Figure 1. Met2 routing.
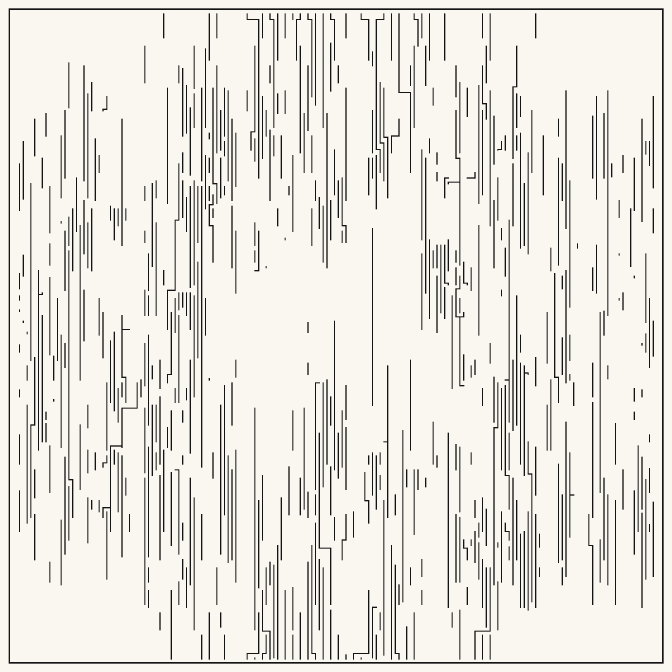
Figure 2. Sizing map.
Bar = 20 um.
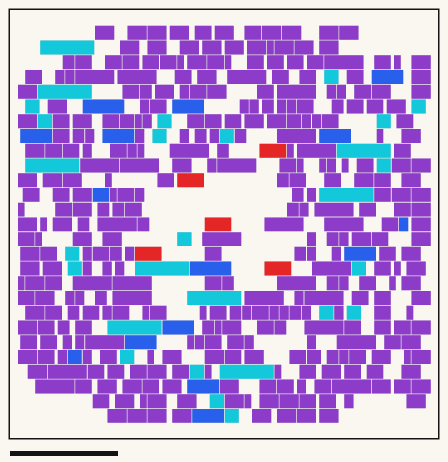
Figure 3. A small window of the routed layout.
Region (44, 5) to (74, 35) um. Cells in gray, sequential cells in the stronger gray; small squares are vias.
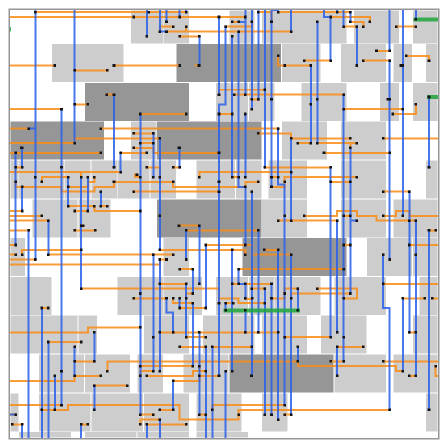
Figure 4. Clock nets.
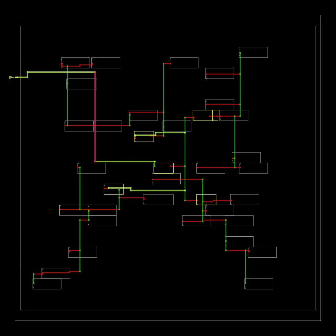
Figure 5. Clock wires, drivers and flops.
Bar = 20 um.
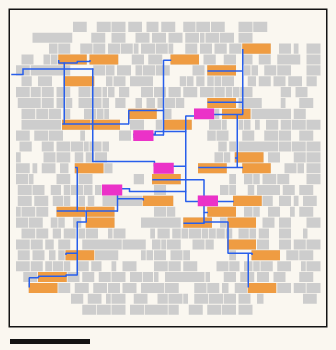
<file path="src/rtl/prbs_rx_checker_pkg.sv">
// prbs_rx_checker_pkg: shared sizes, PRBS-31 constants, FSM encoding and helpers
package prbs_rx_checker_pkg;
    localparam int NUM_ELINKS = 14;
    localparam int FRAME_BITS = 112;
    localparam int CNT_BITS = 32;
    localparam int PRBS_LEN = 31;
    localparam int PRBS_TAP = 28;
    localparam logic [PRBS_LEN-1:0] PRBS_SEED = '1;

    typedef enum logic [1:0] {
        HUNT = 2'd0,
        PREAMBLE = 2'd1,
        CHECK = 2'd2
    } state_t;

    function automatic logic [FRAME_BITS+PRBS_LEN-1:0] prbs31_frame(input logic [PRBS_LEN-1:0] s);
        logic [PRBS_LEN-1:0] r;
        logic [FRAME_BITS-1:0] w;
        logic b;
        r = s;
        w = '0;
        for (int k = FRAME_BITS - 1; k >= 0; k--) begin
            b = r[PRBS_LEN-1] ^ r[PRBS_TAP-1];
            r = {r[PRBS_LEN-2:0], b};
            w[k] = b;
        end
        return {w, r};
    endfunction

    function automatic logic [CNT_BITS-1:0] sat_inc(input logic [CNT_BITS-1:0] c);
        return &c ? c : c + 1'b1;
    endfunction
endpackage

</file>
<file path="src/rtl/prbs_rx_checker_gen.sv">
// prbs31_frame_gen: PRBS-31 generator producing one 112-bit word per step
module prbs31_frame_gen
    import prbs_rx_checker_pkg::*;
(
    input  logic                  clock,
    input  logic                  reset_n,
    input  logic                  load_seed,
    input  logic                  advance,
    output logic [FRAME_BITS-1:0] word
);
    logic [PRBS_LEN-1:0] lfsr, lfsr_next;

    always_comb {word, lfsr_next} = prbs31_frame(lfsr);

    always_ff @(posedge clock) begin
        if (!reset_n || load_seed) lfsr <= PRBS_SEED;
        else if (advance) lfsr <= lfsr_next;
    end
endmodule

</file>
<file path="config.mk">
export PLATFORM = sky130hd
export DESIGN_NAME = prbs31_frame_gen
export DESIGN_NICKNAME = d
export VERILOG_FILES = /design/src/rtl/prbs_rx_checker_pkg.sv /design/src/rtl/prbs_rx_checker_gen.sv
export SDC_FILE = /design/constraint.sdc
export NUM_CORES = 1
export LEC_CHECK = 0
export ABC_AREA = 0
export CAP_MARGIN = 5
export CORE_UTILIZATION = 47
export DETAILED_ROUTE_END_ITERATION = 10
export GPL_TIMING_DRIVEN = 1
export MAX_ROUTING_LAYER = met4
export PLACE_DENSITY = 0.95
export RECOVER_POWER = 50
export SLEW_MARGIN = 0
export SYNTH_ARGS = -nofsm -noshare
export SYNTH_HDL_FRONTEND = slang
export SYNTH_SLANG_ARGS = --single-unit
</file>
<file path="constraint.sdc">
create_clock -name clock -period 3.11 [get_ports clock]
set_clock_uncertainty 0.2 [all_clocks]
set_input_delay 0.622 -clock clock [delete_from_list [all_inputs] [get_ports clock]]
set_output_delay 0.622 -clock clock [all_outputs]
set_load 0.05 [all_outputs]
</file>
==> results.txt <==
Implementation numbers.

- The average wire per standard cell is 14.1 um.
- The family with the most delay on the worst path is buffers and inverters.
- Ranked by total cell area, the synthesized netlist is headed by dfxtp_1 22%, xor2_1 20%, xnor2_1 11%.
- Recorded from the global router log, the overflow total was 0.
- The highest metal layer with signal wires is met4.
- The number of DRC violations after detailed routing is 0.
- In this run the vertical extent of the chip is 79.0 um.
- The stat command in Yosys gives a chip area of 2790 um2.
- The reg-to-reg endpoint is lfsr[24]$_SDFFE_PP1P_.
- The register with the highest flop count is lfsr.
- The total iterations of the first detailed-routing run is 4.
- In the final layout, the fill cell count is 460.
- The finished layout holds 468 standard cells, fillers aside.
- The post-synthesis mux area share is 0%.
- The floorplan has 27 rows.
- The post-synthesis share of cell area spent on full adders, half adders and majority gates is 0%.
- The worst-case clock buffer depth is 2.
- The largest non-sequential cell family by area is XOR/XNOR gates.
- The maximum clock rate is 329 MHz.
- The area share of and-or/or-and cells after synthesis is 10.9%.
- STA on the placed design reports a worst setup slack of 0.357 ns.
- The width of the die is 79.0 um.
- The flow ran to the end, and the final reports show no timing, DRC or antenna violations.
- Counting tap cells, the placed design contains a total of 462 instances.
- Per the synthesis report, the simple-gate share of the synthesized area is 9.34%.
- The smallest clock period supported by the final layout is computed as 3.04 ns.
- The share of the clock period used by the worst path after layout is 97.8%.
- In this run the register-to-register setup slack is 1.15 ns.
- The cell-mix breakdown from Yosys lists the XOR/XNOR area share as 46.2%.
- Ranking logic cells in the layout by count gives the top entries 74 x clkdlybuf4s50_1, 63 x xor2_1, 36 x xnor2_1, 29 x dfxtp_1, 27 x o21ai_0.
- The worst vdd rail ir drop is 294 uV.
- The class of the worst hold path is reg2reg.
- The routed length on met2 is 3.41 mm.
- The layer with the highest usage after global routing is met2.
- The number of DRC markers after the initial detailed-route iteration is 77.
- For met3 alone, demand over resource in global routing was 4.14%.
- The initial antenna violation count is 0.
## Picture notes: Figure 1
main direction	vertical
longest straight run	34.0 um
share of all routed wire	52%

## Picture notes: Figure 2
color	size	cells	share
red	_6 and larger	5	1.3%
purple	_0 and _1 cells	348	88%
blue	_2 cells	15	3.8%
cyan	_3 and _4 cells	28	7.1%

## Picture notes: Figure 3
color	layer
blue	metal 2
orange	metal 1
green	metal 3
sequential cells in the window	7
cells with their middle in the window	65
most frequent	xnor2_1 (12), xor2_1 (11), dfxtp_1 (7)
netlist names of flops here include	lfsr (7)

## Picture notes: Figure 4
CTS Buf Count: 5
clock sink total: 31
clkbuf count: 6
insertion delay of the later-clocked pin in the worst-skew pair: 0.27 ns
total clock network power: 279 uW

## Picture notes: Figure 5
[blue] clock wires | length: 412 um
[magenta] clock drivers | count: 5
[orange] flip-flops | count: 31
routed clock nets	6

## timing repair
item	in CTS	in global routing
gates resized	0	7
endpoints found under the setup margin	0	8
endpoints found under the hold margin	0	0
hold buffers	0	0
## where the power goes
group	internal [mW]	switching, mW	total [mW]
clock network	0.149	0.130	0.279
registers	0.418	0.0641	0.482
logic	0.397	0.875	1.27
## worst min path at each step
stage | startpoint | endpoint | slack, ns | depth (start not counted)
2_1_floorplan | lfsr[28]$_SDFFE_PP1P_ | lfsr[28]$_SDFFE_PP1P_ | 0.41 | 3
3_3_place_gp | lfsr[20]$_SDFFE_PP1P_ | lfsr[20]$_SDFFE_PP1P_ | 0.40 | 2
3_5_place_dp | lfsr[20]$_SDFFE_PP1P_ | lfsr[20]$_SDFFE_PP1P_ | 0.46 | 2
4_1_cts | lfsr[18]$_SDFFE_PP1P_ | lfsr[18]$_SDFFE_PP1P_ | 0.47 | 2
5_1_grt | lfsr[20]$_SDFFE_PP1P_ | lfsr[20]$_SDFFE_PP1P_ | 0.48 | 2
6_report | lfsr[29]$_SDFFE_PP1P_ | lfsr[29]$_SDFFE_PP1P_ | 0.45 | 2
## final cells by class
type | count | area share, %
clock buffers | 6 | 1.88
inverters | 11 | 1.07
multi-input cells | 219 | 47.8
flip-flops and latches | 31 | 16.2
well taps | 72 | 2.34
repair buffers | 129 | 30.7
## through the flow
| stage | util (%) | hold slack [ns] | power, mW | area (um2) |
|---|---|---|---|---|
| 6_report | 68.7 | 0.451 | 2.03 | 3850 |
| 5_1_grt | 68.7 | 0.483 | 2.12 | 3850 |
| 4_1_cts | 69.8 | 0.470 | 2.09 | 3920 |
| 3_5_place_dp | 68.5 | 0.457 | 1.80 | 3840 |
| 3_3_place_gp | 68.5 | 0.397 | 1.78 | 3840 |
| 2_1_floorplan | - | 0.409 | 1.43 | 2800 |
Power and IR drop assume default switching activity.
